==> config.mk <==
export PLATFORM = sky130hd
export DESIGN_NAME = alu_arbiter
export DESIGN_NICKNAME = d
export VERILOG_FILES = /design/src/rtl/alu_arbiter_pkg.sv /design/src/rtl/alu_core.sv /design/src/rtl/alu_arbiter.sv
export SDC_FILE = /design/constraint.sdc
export NUM_CORES = 1
export LEC_CHECK = 0
export CAP_MARGIN = 20
export CORE_MARGIN = 4
export CORE_UTILIZATION = 54
export DETAILED_ROUTE_END_ITERATION = 10
export PLACE_DENSITY = 0.83
export SLEW_MARGIN = 20
export SYNTH_ARGS = -nofsm -noshare
export SYNTH_HDL_FRONTEND = slang
export SYNTH_SLANG_ARGS = --single-unit
==> constraint.sdc <==
create_clock -name clk -period 5.1 [get_ports clk]
set_clock_uncertainty 0.1 [all_clocks]
set_input_delay 1.02 -clock clk [delete_from_list [all_inputs] [get_ports clk]]
set_output_delay 1.02 -clock clk [all_outputs]
set_load 0.01 [all_outputs]
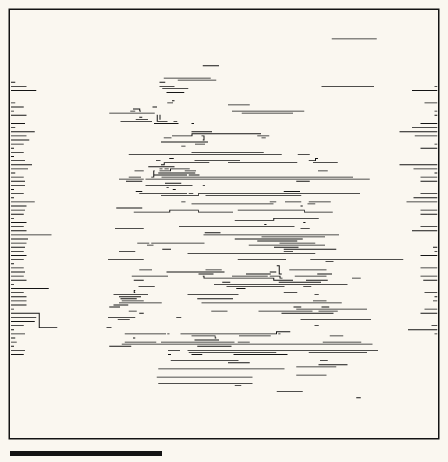
run_1/met3.png
The bar under the picture is 50 um long.
wire length on this layer	2730 um
nets with wire on the layer	241
main direction	horizontal
longest straight run	82.3 um
met3 usage: 5.60%
final WL: 29.2 mm
Vias: 9376

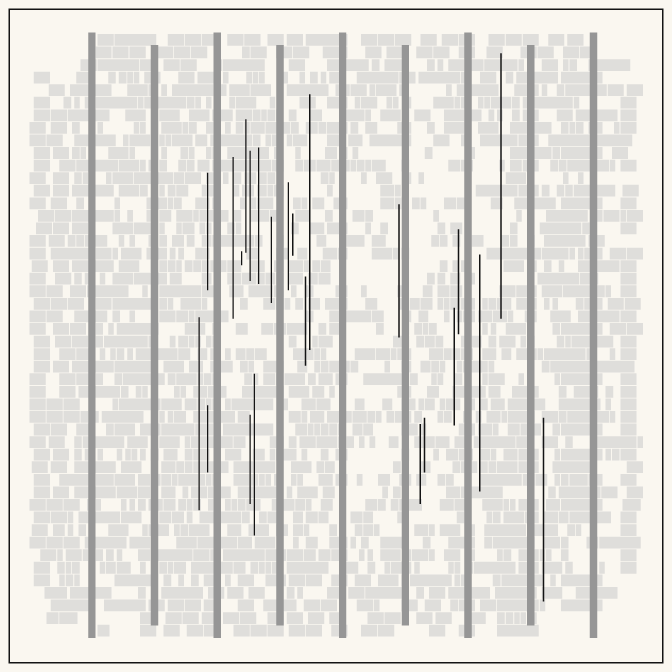
run_1/met4.png
Supply wires on this layer in grey. Cells faint in the background.
longest straight run	57.1 um
main direction	vertical
wire length on this layer	634 um
share of all routed wire	2.2%

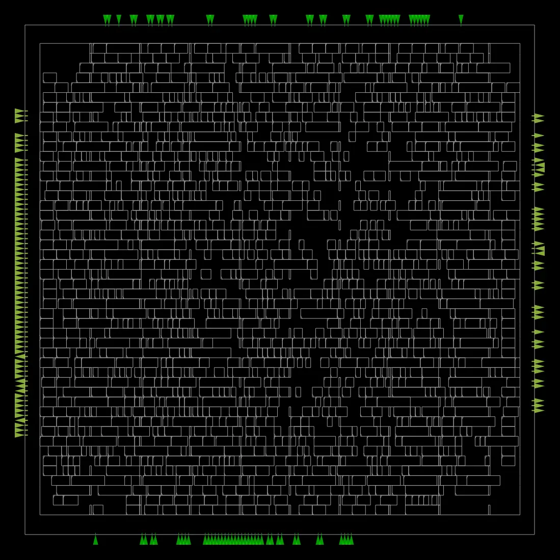
run_1/final_placement.png
FP Rows: 48
final std cells w/o fill: 1558

==> notes.md, run 1 <==
yosys + openroad results -> Critical Path Most Common Cell or4_1, critical path arrival 4.53 ns, P_leak 5.17 nW, Post-CTS Hold Buffers 0, post-synth top area share 27.2%, Max-cap violations 0, die height 141 um, Switching Share 53.6%, nets 1570, H-tree Lvls 3, Post-DRT Antenna Nets 0, pre-CTS WS 0.843 ns, post-synthesis cell type with the largest combined area dfrtp_1, Setup Crit Path Kind flip-flop to flip-flop, CTS tree built, Post-route DRC 0, Final Cell Area 11800 um2, placed cell areas 11500 um2, pwr dens 720 nW/um2, R2R Setup Slk 0.72 ns, DR iter-0 viols 976, Gate Count Post-Synth 1195, Mapped Area 9570 um2, tool warnings 91, total die area 19900 um2, status completed, port bufs 179
[run 1: routing by layer]
metal / track usage, % / routed length [um] / vias up / part of all wire [%]
li1: - / - / 4452 / -
met5: 0 / 0 / - / 0
met2: 43.8 / 12700 / 470 / 44
met3: 5.60 / 2730 / 52 / 9.4
met4: 8.01 / 634 / 0 / 2.2
met1: 41.9 / 13100 / 4402 / 45
[run 1: power by group through the flow]
stage / Combinational, mW / Clock (mW) / Sequential [mW]
3_5_place_dp: 5.97 / 0 / 1.59
5_1_grt: 6.72 / 0.787 / 1.63
3_3_place_gp: 5.92 / 0 / 1.55
6_report: 6.18 / 0.746 / 1.57
4_1_cts: 6.00 / 0.750 / 1.57
2_1_floorplan: 4.26 / 0 / 1.52
[run 1: worst max-delay path, delay by kind of cell, from the launching register on]
kind	cells	cell delay (ns)
AOI/OAI and AO/OA	5	1.61
and+or+nand+nor	4	1.48
adders and majority gates	1	0.47
DFF	1	0.41
xor gates and xnor gates	1	0.15
buffers and inverters	1	0.06
[run 1: final cells by class]
type                    instances  area share (%)
multi-input cells             899            52.8
flip-flops and latches        104            22.1
repair buffers                192            16.1
inverters                     123            3.92
well taps                     225            2.39
clock buffers                  10            1.94
clock inverters                 5           0.690
[run 1: cells by family (layout without fill, tap and decap cells)]
logic type	Yosys count	after routing	share of synthesized area, %
AND/OR/NAND/NOR	326	326	15.4
buffers and inverters	192	330	7.92
multiplexers	102	102	10.8
flip-flops	104	104	27.2
adder cells (fa/ha/maj)	99	99	13.1
XOR/XNOR	30	30	2.75
AND-OR/OR-AND	342	342	22.9
[run 1: layout by cell type, fill, tap and decap left out, drive strengths merged, types with 3 or more instances in the layout]
cell / instances
clkdlybuf4s50: 178
nand2: 151
o21ai: 134
inv: 123
dfrtp: 104
ha: 97
mux2i: 94
a21oi: 72
nor2: 70
xnor2: 28
a211oi: 23
nor3: 21
nand3: 20
nor4: 16
a22oi: 15
buf: 14
nand4: 11
o31ai: 10
clkbuf: 10
a31oi: 10
o211ai: 10
mux2: 8
nand2b: 8
nor2b: 7
a21o: 6
o22ai: 6
o21bai: 6
o221ai: 6
a221oi: 6
o21a: 4
or4: 4
a211o: 4
o311ai: 4
a221o: 3
or3: 3
nor3b: 3
o31a: 3
a21boi: 3
a2111oi: 3
[run 1: stage by stage]
stage | cells | hold WS (ns) | util (%) | total power [mW]
after floorplan | 1195 | 0.375 | - | 5.78
after global placement | 1543 | 0.362 | 66.1 | 7.46
after detailed placement | 1543 | 0.372 | 66.1 | 7.56
after CTS | 1558 | 0.388 | 67.9 | 8.32
after global routing | 1558 | 0.403 | 67.9 | 9.14
final | 1558 | 0.382 | 67.9 | 8.49
--- run 2 (diff from run 1) ---
--- a/config.mk
+++ b/config.mk
@@ -9,6 +9,7 @@
 export CORE_MARGIN = 4
 export CORE_UTILIZATION = 54
 export DETAILED_ROUTE_END_ITERATION = 10
+export HOLD_SLACK_MARGIN = 0.08
 export PLACE_DENSITY = 0.83
 export SLEW_MARGIN = 20
 export SYNTH_ARGS = -nofsm -noshare
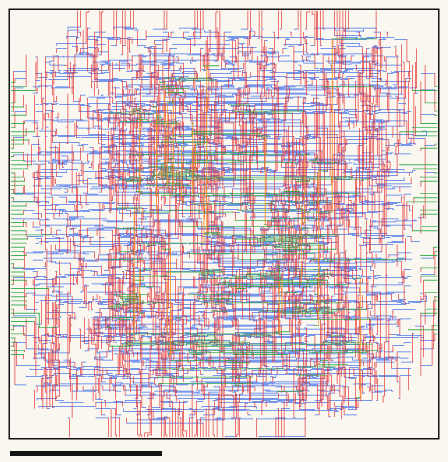
run_2/metal_stack.png
The bar under the picture is 50 um long.
colour	layer	wire length
orange	met4	634 um
green	met3	2730 um
blue	met1	13100 um
red	met2	12700 um
gr usage total: 28.8%
Avg WL per Cell: 18.7 um

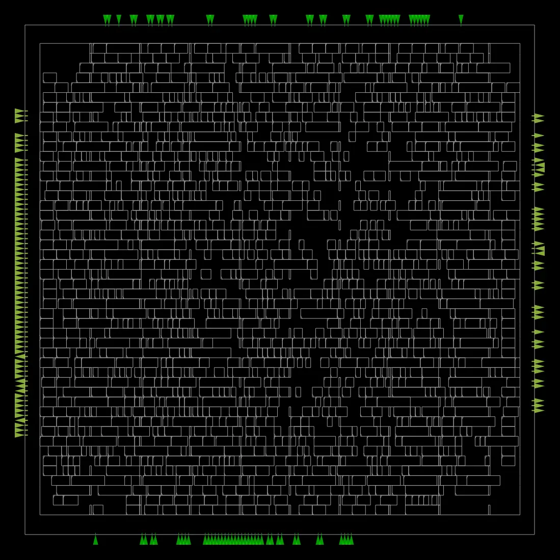
run_2/final_placement.png
sequential share of cell area: 22.1%
Filler cells: 1498

==> notes.md, run 2 <==
yosys + openroad results -> Hold Path Cell Cnt 2 (unchanged), top logic cell by instance count in the layout clkdlybuf4s50_1 (unchanged), most frequent cells in the layout 178 x clkdlybuf4s50_1, 150 x nand2_1, 129 x o21ai_0 (unchanged), critical path arrival 4.53 ns (about the same), antenna violations before repair 0 (unchanged), Hold WC Path Type flip-flop to flip-flop (unchanged), tool warnings 91 (unchanged), Mapped Area 9570 um2 (unchanged), status completed (unchanged), total power 8.49 mW (unchanged), Post-CTS Hold Buffers 0 (unchanged), H-tree Lvls 3 (unchanged), P_leak 5.17 nW (unchanged), nets 1570 (unchanged), Max-cap violations 0 (unchanged), Switching Share 53.6% (unchanged), Ports 180 (unchanged), Vias 9376 (unchanged), Crit-path slowest cell or4_1 (unchanged), placed cell areas 11500 um2 (unchanged), DR iter-0 viols 976 (unchanged), power share of the clock group 8.8% (about the same), max-slew headroom at the worst pin 39.0% (unchanged), Setup Crit Path Kind flip-flop to flip-flop (unchanged), Post-synth ARST share 100% (unchanged), Tmin final 4.38 ns (unchanged), CTS tree built (unchanged), Post-route DRC 0 (unchanged), Internal 3.94 mW (unchanged), final WL 29.2 mm (unchanged), Buf/Inv on CP 1 (unchanged), die height 141 um (unchanged), R2R Setup Slk 0.72 ns (about the same), pre-CTS WS 0.843 ns (unchanged), Tightest Pin Transition 0.908 ns (unchanged), Critical Path Most Common Cell or4_1 (unchanged), Final Cell Area 11800 um2 (unchanged), Crit path max-delay family AND-OR/OR-AND gates (unchanged), port bufs 179 (unchanged), FP Rows 48 (unchanged), Gate Count Post-Synth 1195 (unchanged), Util after Layout 67.9% (unchanged), Seq cells post-synth 104 (unchanged), post-synthesis cell type with the largest combined area dfrtp_1 (unchanged), post-cts gate resize count 0 (unchanged), logic gate share of total power 72.8% (about the same), pwr dens 720 nW/um2 (unchanged), total die area 19900 um2 (unchanged)
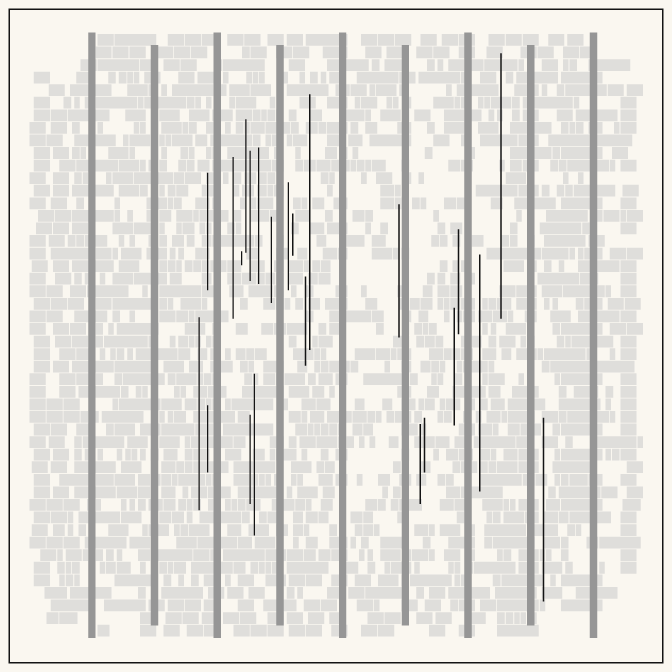
run_2/met4.png
Supply wires on this layer in grey. Cells faint in the background.
wire length on this layer	634 um
main direction	vertical

-- run 2: cell type report --
cell class	count	area [um2]
clock inverters	5	81.3
inverters	123	462
fillers	1498	5580
clock buffers	10	229
well taps	225	282
repair buffers	192	1900
multi-input cells	899	6220
flip-flops and latches	104	2600
-- run 2: cells by family after synthesis --
family                   Yosys count  share of synthesized area [%]
adder cells (fa/ha/maj)           99                           13.1
flip-flops                       104                           27.2
multiplexers                     102                           10.8
XOR/XNOR                          30                           2.75
AND/OR/NAND/NOR                  326                           15.4
buffers and inverters            192                           7.92
AND-OR/OR-AND                    342                           22.9
-- run 2: power groups by stage --
stage | clock network [mW] | logic, mW | registers, mW
6_report | 0.746 | 6.18 | 1.57
5_1_grt | 0.787 | 6.72 | 1.63
4_1_cts | 0.750 | 6.00 | 1.57
3_5_place_dp | 0 | 5.97 | 1.59
3_3_place_gp | 0 | 5.92 | 1.55
2_1_floorplan | 0 | 4.26 | 1.52
-- run 2: worst register-to-register path, cell delays in order, from the launching register on --
cell and delay (ns):
dfrtp_1 0.41, inv_1 0.06, ha_1 0.47, or4_1 0.66, a211oi_1 0.39, nor4_2 0.14, o21ai_1 0.26, o221ai_2 0.13
xnor2_1 0.15, a22oi_1 0.51, nand4_1 0.15, or4_1 0.54, o41ai_2 0.32
-- run 2: per-stage QoR --
step                      hold slack [ns]  instances
after floorplan                     0.375       1195
after global placement              0.362       1543
after detailed placement            0.372       1543
after CTS                           0.388       1558
after global routing                0.403       1558
final                               0.382       1558
-- run 2: per-layer routing --
layer | routed length [um] | part of all wire (%) | track usage [%]
met2 | 12700 | 44 | 43.8
met3 | 2730 | 9.4 | 5.60
met1 | 13100 | 45 | 41.9
met4 | 634 | 2.2 | 8.01
met5 | 0 | 0 | 0
Power and IR drop assume default switching activity.
